<file path="src/rtl/mult_seq_if.sv">
//------------------------------------------------------------------------------
// mult_seq_if : request/result bundle for the mult_seq shift-add multiplier
// Revision    : 1.0 - initial release
//------------------------------------------------------------------------------
`default_nettype none

interface mult_seq_if #(
    parameter int WIDTH = 32
);
    logic             START;
    logic             SIGNED;
    logic [WIDTH-1:0] A;
    logic [WIDTH-1:0] B;
    logic [WIDTH-1:0] HI;
    logic [WIDTH-1:0] LO;
    logic             BUSY;
    logic             DONE;

    modport master (
        output START, SIGNED, A, B,
        input  HI, LO, BUSY, DONE
    );

    modport slave (
        input  START, SIGNED, A, B,
        output HI, LO, BUSY, DONE
    );
endinterface

`default_nettype wire

</file>
<file path="src/rtl/mult_seq.sv">
//------------------------------------------------------------------------------
// mult_seq : sequential shift-add multiplier, one multiplier bit per cycle.
//            Signed mode is built only when MULT_SEQ_SIGNED_EN is defined.
// Revision : 1.0 - initial release
//------------------------------------------------------------------------------
`default_nettype none

module mult_seq #(
    parameter int WIDTH = 32
) (
    input  wire logic  CLK,
    input  wire logic  RST,
    mult_seq_if.slave  bus
);
    localparam int CNT_W = $clog2(WIDTH + 1);

    typedef enum logic [0:0] {
        ST_IDLE = 1'b0,
        ST_RUN  = 1'b1
    } state_t;

    state_t             state_q,  state_d;
    logic [CNT_W-1:0]   cnt_q,    cnt_d;
    logic [WIDTH-1:0]   mcand_q,  mcand_d;
    logic [2*WIDTH-1:0] acc_q,    acc_d;
    logic [WIDTH-1:0]   hi_q,     hi_d;
    logic [WIDTH-1:0]   lo_q,     lo_d;
    logic               busy_q,   busy_d;
    logic               done_q,   done_d;

    logic [WIDTH-1:0]   w_mag_a;
    logic [WIDTH-1:0]   w_mag_b;
    logic [2*WIDTH-1:0] w_prod;
    logic [WIDTH:0]     w_sum;
    logic               w_accept;

    assign w_accept = (state_q == ST_IDLE) && bus.START;

`ifdef MULT_SEQ_SIGNED_EN
    logic w_sgn_mode;
    logic w_neg;
    logic neg_q, neg_d;

    // Operands are reduced to magnitudes so the core loop stays unsigned.
    assign w_sgn_mode = bus.SIGNED;
    assign w_mag_a    = (w_sgn_mode && bus.A[WIDTH-1]) ? -bus.A : bus.A;
    assign w_mag_b    = (w_sgn_mode && bus.B[WIDTH-1]) ? -bus.B : bus.B;
    assign w_neg      = w_sgn_mode && (bus.A[WIDTH-1] ^ bus.B[WIDTH-1]);
    assign w_prod     = neg_q ? -acc_q : acc_q;

    always_comb begin
        neg_d = neg_q;
        if (w_accept) begin
            neg_d = w_neg;
        end
    end

    always_ff @(posedge CLK) begin
        if (!RST) begin
            neg_q <= 1'b0;
        end else begin
            neg_q <= neg_d;
        end
    end
`else
    logic unused_signed;

    assign unused_signed = bus.SIGNED;
    assign w_mag_a       = bus.A;
    assign w_mag_b       = bus.B;
    assign w_prod        = acc_q;
`endif

    // Upper accumulator half plus the multiplicand, with the carry kept as bit WIDTH.
    assign w_sum = {1'b0, acc_q[2*WIDTH-1:WIDTH]} + (acc_q[0] ? {1'b0, mcand_q} : '0);

    always_comb begin
        state_d = state_q;
        cnt_d   = cnt_q;
        mcand_d = mcand_q;
        acc_d   = acc_q;
        hi_d    = hi_q;
        lo_d    = lo_q;
        busy_d  = busy_q;
        done_d  = 1'b0;

        case (state_q)
            ST_IDLE: begin
                if (bus.START) begin
                    state_d = ST_RUN;
                    cnt_d   = CNT_W'(WIDTH);
                    mcand_d = w_mag_a;
                    acc_d   = {{WIDTH{1'b0}}, w_mag_b};
                    busy_d  = 1'b1;
                end
            end
            ST_RUN: begin
                if (cnt_q != '0) begin
                    acc_d = {w_sum, acc_q[WIDTH-1:1]};
                    cnt_d = cnt_q - CNT_W'(1);
                end else begin
                    {hi_d, lo_d} = w_prod;
                    done_d       = 1'b1;
                    busy_d       = 1'b0;
                    state_d      = ST_IDLE;
                end
            end
            default: begin
                state_d = ST_IDLE;
            end
        endcase
    end

    always_ff @(posedge CLK) begin
        if (!RST) begin
            state_q <= ST_IDLE;
            cnt_q   <= '0;
            mcand_q <= '0;
            acc_q   <= '0;
            hi_q    <= '0;
            lo_q    <= '0;
            busy_q  <= 1'b0;
            done_q  <= 1'b0;
        end else begin
            state_q <= state_d;
            cnt_q   <= cnt_d;
            mcand_q <= mcand_d;
            acc_q   <= acc_d;
            hi_q    <= hi_d;
            lo_q    <= lo_d;
            busy_q  <= busy_d;
            done_q  <= done_d;
        end
    end

    assign bus.HI   = hi_q;
    assign bus.LO   = lo_q;
    assign bus.BUSY = busy_q;
    assign bus.DONE = done_q;

endmodule

`default_nettype wire

</file>
<file path="src/flat_wrapper.sv">
// flat-port wrapper written by rule: the top's interface ports become plain ports
module mult_seq_flat 
#(
    parameter int WIDTH = 32
)
  (CLK, RST, bus_START, bus_SIGNED, bus_A, bus_B, bus_HI, bus_LO, bus_BUSY, bus_DONE);
  mult_seq_if #(.WIDTH(WIDTH)) bus_i ();
  input  wire logic CLK;
  input  wire logic RST;
  input wire logic [$bits(bus_i.START)-1:0] bus_START;
  input wire logic [$bits(bus_i.SIGNED)-1:0] bus_SIGNED;
  input wire logic [$bits(bus_i.A)-1:0] bus_A;
  input wire logic [$bits(bus_i.B)-1:0] bus_B;
  output wire logic [$bits(bus_i.HI)-1:0] bus_HI;
  output wire logic [$bits(bus_i.LO)-1:0] bus_LO;
  output wire logic [$bits(bus_i.BUSY)-1:0] bus_BUSY;
  output wire logic [$bits(bus_i.DONE)-1:0] bus_DONE;
  assign bus_i.START = bus_START;
  assign bus_i.SIGNED = bus_SIGNED;
  assign bus_i.A = bus_A;
  assign bus_i.B = bus_B;
  assign bus_HI = bus_i.HI;
  assign bus_LO = bus_i.LO;
  assign bus_BUSY = bus_i.BUSY;
  assign bus_DONE = bus_i.DONE;
  mult_seq #(.WIDTH(WIDTH)) u_core (.CLK(CLK), .RST(RST), .bus(bus_i));
endmodule
</file>
<file path="config.mk">
export PLATFORM = sky130hd
export DESIGN_NAME = mult_seq_flat
export DESIGN_NICKNAME = d
export VERILOG_FILES = /design/src/rtl/mult_seq_if.sv /design/src/rtl/mult_seq.sv /design/src/flat_wrapper.sv
export SDC_FILE = /design/constraint.sdc
export NUM_CORES = 1
export LEC_CHECK = 0
export CORE_ASPECT_RATIO = 1.5
export CORE_MARGIN = 2
export CORE_UTILIZATION = 44
export DETAILED_ROUTE_END_ITERATION = 8
export PLACE_DENSITY = 0.77
export SLEW_MARGIN = 20
export SYNTH_ARGS = -nofsm -noshare
export SYNTH_HDL_FRONTEND = slang
export SYNTH_SLANG_ARGS = --single-unit
</file>
<file path="constraint.sdc">
create_clock -name CLK -period 7.3 [get_ports CLK]
set_clock_uncertainty 0.2 [all_clocks]
set_input_delay 2.19 -clock CLK [delete_from_list [all_inputs] [get_ports CLK]]
set_output_delay 2.19 -clock CLK [all_outputs]
set_load 0.005 [all_outputs]
</file>
==> results.py, run 1 <==
# Synthesis and PnR figures
metrics = {
    "synth": {
        "area_leaders": "dfxtp_1, nand2_1, a21oi_1",
        "syn_avg_cell_area_sq_um": 8.05,
        "ys_types": 66,
        "ys_sh_adder": 0.0542,
        "postSynthSeqShare": 0.412,
        "yosys_most_used_dff": "dfxtp_1",
        "ys_cells": 1020,
        "postSynthCellCount": 1020,
        "ys_sh_mux": 0.0428,
        "ys_warn_count": 0,
        "syn-cell-area_sq_um": 8220,
        "ys_area_sq_um": 8220,
        "simple_gate_area_frac": 0.219,
        "fp_nets": 1123,
        "top_cell": "nand2_1",
        "ys_sh_xor": 0.0245,
        "synthArstFlopShare": 0,
        "top_cells_by_count": "nand2_1, dfxtp_1, a21oi_1, nor2_1, clkbuf_1",
        "synth-seq-cells": 169,
    },
    "route": {
        "drt-met1-wl_um": 8260,
        "avgRoutedWirePerCell_um": 15.0,
        "vias_per_cell": 5.36,
        "drt_pass1_iterations": 5,
        "drc_errors": 0,
        "drtAntennaViolNets": 0,
        "wirelength_um": 20600,
        "route.met2.wl_um": 10700,
    },
    "finish": {
        "comb_share": 0.440,
        "mostFrequentLayoutCell": "nand2_1",
        "drive_gt1_frac": 0.0563,
        "final_cells": 1371,
        "largest_reg_flops": 64,
        "nMultiInputCombCells": 769,
        "final_layout_top_logic_cells": "nand2_1, dfxtp_1, a21oi_1",
        "clk_share": 0.0585,
        "largest_class": "multi-input combinational cells",
        "seq_area_frac": 0.332,
        "fillerInstances": 1728,
        "seqCellArea_sq_um": 3390,
        "diodes": 0,
        "area_delta_synth_final_pct": 24.2,
    },
    "power": {
        "pwr-share-clk": 0.408,
        "comb-power_mw": 0.294,
        "p_int_mw": 1.56,
        "p_clk_mw": 0.905,
        "finalPower_mw": 2.22,
        "swShare": 0.297,
        "power_frac_comb": 0.133,
    },
    "sta": {
        "setup_viol": 0,
        "fin_crit_sh": 0.613,
        "tightestPinTransition_ns": 0.948,
        "worst_slack_ns": 2.83,
        "whs_ns": 0.252,
        "tns_ns": 0,
        "relSlewSlack": 0.365,
        "period_minus_slack_ns": 4.47,
    },
    "critical_path": {
        "worstSetupStartpointType": "input port",
        "r2r_setup_slack_ns": 3.82,
        "r2r-start": "u_core.acc_q[0]$_SDFFE_PN0P_",
        "crit_chain": "clkdlybuf4s50_1 > inv_4 > nor2_1 > nand3b_1 > a311o_2 > o311ai_2",
        "end_kind": "flop",
        "slowest_delay_ns": 0.80,
        "critPathBufInv": 2,
        "crit_type": "input port to flop",
        "crit_end": "u_core.acc_q[60]$_SDFFE_PN0P_",
        "cp_slowest_cell": "nor2_1",
        "cp-startpoint": "RST",
        "crit_path_max_fanout": 54,
        "cp.required_ns": 7.44,
    },
    "global_route": {
        "gr-total-overflow": 0,
        "grt_pass1_wl_um": 33800,
        "met1_usage": 0.235,
        "use_met3": 0.0518,
        "grt_usage": 0.213,
        "grt_start_max_net_pins": 91,
    },
    "floorplan": {
        "initial_core_util": 0.447,
        "chipArea_sq_um": 19800,
        "die_width_um": 116,
        "coreArea_sq_um": 18400,
    },
    "clock_tree": {
        "root_buffer": "clkbuf_16",
        "cts_buffers": 17,
        "cts_tree": "done",
        "cts_hold_buf": 0,
        "cts_resized": 0,
    },
    "placement": {
        "place_area_sq_um": 9600,
    },
    "status": {
        "status": "completed",
    },
    "worst_hold_path": {
        "hold_end": "u_core.bus.HI[1]$_SDFFE_PN0P_",
        "hold_depth": 2,
    },
}
**Run 1: clock routing**

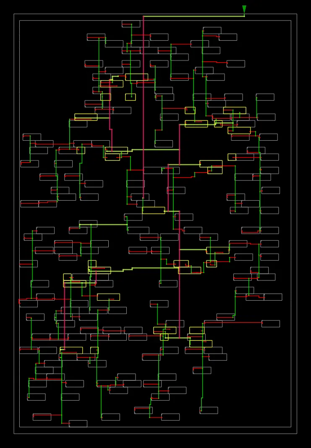
Sink Count: 169
Insertion Delay late pin: 0.44 ns
number of clock buffers in the layout: 17

**Run 1: metal 3**

(1.5 px per um) Cells faint in the background.
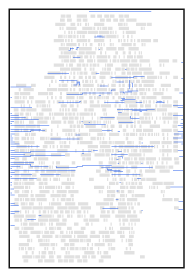
107 nets have wire on it. The layer holds 5.1% of the routed length. The layer carries 1050 um of wire. The longest straight run is 43.0 um. The wires run mostly horizontal.

**Run 1: signal wires on met2**

(1.5 px per um)
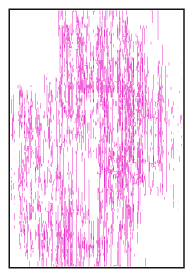
981 nets have wire on it. The longest straight run is 59.2 um.

==> inputs of run 2 (changes only) <==
PLACE_DENSITY = 0.79   (was 0.77)
clock period = 3.6 ns   (was 7.3 ns; I/O delays follow)
**Run 2: supply network**

(2 px per um) Pins as bars on the die edge. Tap cells in grey.
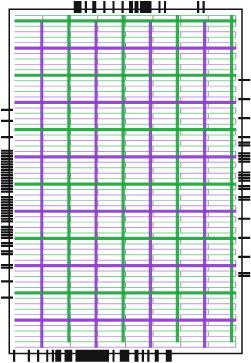
VSS: drawn in purple. VDD: drawn in green.
The core has 61 rows. 8 straps on met4. 134 signal pins sit on the boundary. 252 tap cells. 62 met1 rails follow the rows.

==> results.py, run 2 <==
# Synthesis and PnR figures
metrics = {
    "finish": {
        "seq_area_frac": 0.327,
        "mostFrequentLayoutCell": "nand2_1",
        "comb_share": 0.434,
        "nMultiInputCombCells": 769,
        "final_cells": 1380,
        "largest_reg_flops": 64,
        "area_delta_synth_final_pct": 25.8,
        "fillerInstances": 1692,
        "n_clock_buffer": 17,
        "seqCellArea_sq_um": 3380,
        "largest_class": "multi-input combinational cells",
        "drive_gt1_frac": 0.0629,
        "diodes": 0,
    },
    "critical_path": {
        "cp.required_ns": 3.72,
        "crit_path_max_fanout": 31,
        "critPathBufInv": 1,
        "crit_end": "u_core.acc_q[57]$_SDFFE_PN0P_",
        "r2r_setup_slack_ns": 0.33,
        "cp-startpoint": "u_core.acc_q[0]$_SDFFE_PN0P_",
        "end_kind": "flop",
        "r2r-start": "u_core.acc_q[0]$_SDFFE_PN0P_",
        "crit_type": "flop to flop",
        "slowest_delay_ns": 0.43,
        "worstSetupStartpointType": "flop",
    },
    "power": {
        "pwr-share-clk": 0.412,
        "finalPower_mw": 4.56,
        "swShare": 0.298,
        "power_frac_comb": 0.139,
        "p_clk_mw": 1.88,
        "p_int_mw": 3.20,
        "comb-power_mw": 0.635,
        "irDropWorstVdd_mv": 0.327,
    },
    "clock_tree": {
        "cts_buffers": 17,
        "root_buffer": "clkbuf_16",
        "cts_hold_buf": 0,
        "clk_latency_ns": 0.44,
        "cts_resized": 0,
        "cts_tree": "done",
        "cts_sinks": 169,
    },
    "synth": {
        "yosys_most_used_dff": "dfxtp_1",
        "ys_cells": 1020,
        "ys_sh_adder": 0.0542,
        "ys_warn_count": 0,
        "ys_sh_xor": 0.0245,
        "postSynthSeqShare": 0.412,
        "simple_gate_area_frac": 0.219,
        "top_cell": "nand2_1",
        "postSynthCellCount": 1020,
        "ys_types": 66,
        "synthArstFlopShare": 0,
        "top_cells_by_count": "nand2_1, dfxtp_1, a21oi_1, nor2_1, clkbuf_1",
        "area_leaders": "dfxtp_1, nand2_1, a21oi_1",
        "ys_sh_mux": 0.0428,
        "synth-seq-cells": 169,
        "fp_nets": 1123,
    },
    "sta": {
        "fin_crit_sh": 0.907,
        "tightestPinTransition_ns": 0.763,
        "tns_ns": 0,
        "whs_ns": 0.251,
        "period_minus_slack_ns": 3.27,
        "worst_slack_ns": 0.335,
        "setup_viol": 0,
        "relSlewSlack": 0.492,
    },
    "floorplan": {
        "initial_core_util": 0.447,
        "coreArea_sq_um": 18400,
        "chipArea_sq_um": 19800,
        "die_width_um": 116,
    },
    "worst_hold_path": {
        "hold_end": "u_core.mcand_q[5]$_SDFFE_PN0P_",
    },
    "global_route": {
        "grt_usage": 0.207,
        "grt_pass1_wl_um": 33000,
        "grt_start_max_net_pins": 143,
        "use_met3": 0.0497,
        "gr-total-overflow": 0,
    },
    "route": {
        "vias_per_cell": 5.30,
        "avgRoutedWirePerCell_um": 14.6,
        "drt_pass1_iterations": 7,
        "drt-met1-wl_um": 8060,
        "drtAntennaViolNets": 0,
        "drc_errors": 0,
    },
    "placement": {
        "place_area_sq_um": 9720,
    },
    "status": {
        "status": "completed",
    },
}
**Run 2: metal layers overlaid**

(2 px per um)
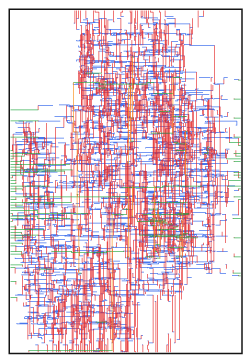
metal 4: drawn in orange, wire length 464 um. metal 1: drawn in blue, wire length 8060 um. metal 2: drawn in red, wire length 10600 um. metal 3: drawn in green, wire length 955 um.

==> inputs of run 3 (changes only) <==
SETUP_SLACK_MARGIN = 0.05   (was unset)
SLEW_MARGIN = unset   (was 20)
**Run 3: metal layers overlaid**

(2 px per um)
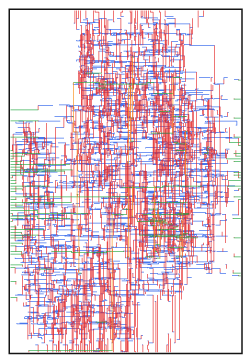
metal 1: drawn in blue, wire length 8060 um. metal 2: drawn in red, wire length 10600 um. metal 3: drawn in green, wire length 955 um. metal 4: drawn in orange, wire length 464 um.

==> results.py, run 3 <==
# Synthesis and PnR figures
metrics = {
    "route": {
        "wirelength_um": 20100,
        "vias_per_cell": 5.30,
        "route.met2.wl_um": 10600,
        "drt-met1-wl_um": 8060,
    },
    "synth": {
        "syn-cell-area_sq_um": 8220,
        "top_cells_by_count": "nand2_1, dfxtp_1, a21oi_1, nor2_1, clkbuf_1",
        "synth-seq-cells": 169,
        "synthArstFlopShare": 0,
        "yosys_most_used_dff": "dfxtp_1",
        "syn_avg_cell_area_sq_um": 8.05,
        "ys_sh_mux": 0.0428,
        "area_leaders": "dfxtp_1, nand2_1, a21oi_1",
        "top_cell": "nand2_1",
        "ys_types": 66,
        "simple_gate_area_frac": 0.219,
        "ys_sh_xor": 0.0245,
        "ys_cells": 1020,
        "fp_nets": 1123,
        "postSynthCellCount": 1020,
        "ys_sh_adder": 0.0542,
    },
    "floorplan": {
        "initial_core_util": 0.447,
        "chipArea_sq_um": 19800,
        "coreArea_sq_um": 18400,
    },
    "clock_tree": {
        "root_buffer": "clkbuf_16",
        "clk_latency_ns": 0.44,
        "cts_hold_buf": 0,
        "cts_sinks": 169,
        "cts_tree": "done",
        "cts_buffers": 17,
        "cts_resized": 0,
    },
    "power": {
        "p_clk_mw": 1.88,
        "power_frac_comb": 0.139,
        "swShare": 0.298,
        "p_int_mw": 3.20,
    },
    "critical_path": {
        "crit_end": "u_core.acc_q[57]$_SDFFE_PN0P_",
        "cp.required_ns": 3.72,
        "r2r_setup_slack_ns": 0.33,
        "end_kind": "flop",
        "crit_type": "flop to flop",
        "crit_chain": "buf_4 > nand2_1 > fa_1 > nor2b_1 > o2111ai_1 > a21oi_2 > nor3_2 > o31ai_4 > a2111oi_0 > a221o_1",
        "slowest_delay_ns": 0.43,
        "worstSetupStartpointType": "flop",
    },
    "finish": {
        "largest_class": "multi-input combinational cells",
        "fillerInstances": 1692,
        "nMultiInputCombCells": 769,
        "clk_share": 0.0599,
        "largest_reg_flops": 64,
        "area_delta_synth_final_pct": 25.8,
        "final_layout_top_logic_cells": "nand2_1, dfxtp_1, a21oi_1",
        "drive_gt1_frac": 0.0629,
        "diodes": 0,
        "n_clock_buffer": 17,
    },
    "global_route": {
        "grt_usage": 0.207,
        "gr-total-overflow": 0,
    },
    "placement": {
        "place_area_sq_um": 9720,
    },
    "sta": {
        "period_minus_slack_ns": 3.27,
        "whs_ns": 0.251,
        "tns_ns": 0,
        "fin_crit_sh": 0.907,
    },
    "worst_hold_path": {
        "hold_end": "u_core.mcand_q[5]$_SDFFE_PN0P_",
    },
    "status": {
        "status": "completed",
    },
}
**Run 3: supply network**

(2 px per um) Pins as bars on the die edge. Tap cells in grey.
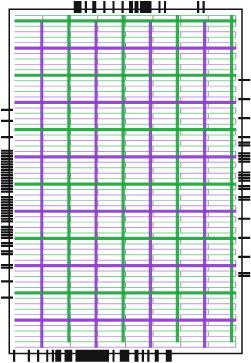
Die X-Extent: 116 um
Max IR drop VDD: 0.327 mV
Die Ht: 171 um

Power is estimated from default activity; no workload was simulated.
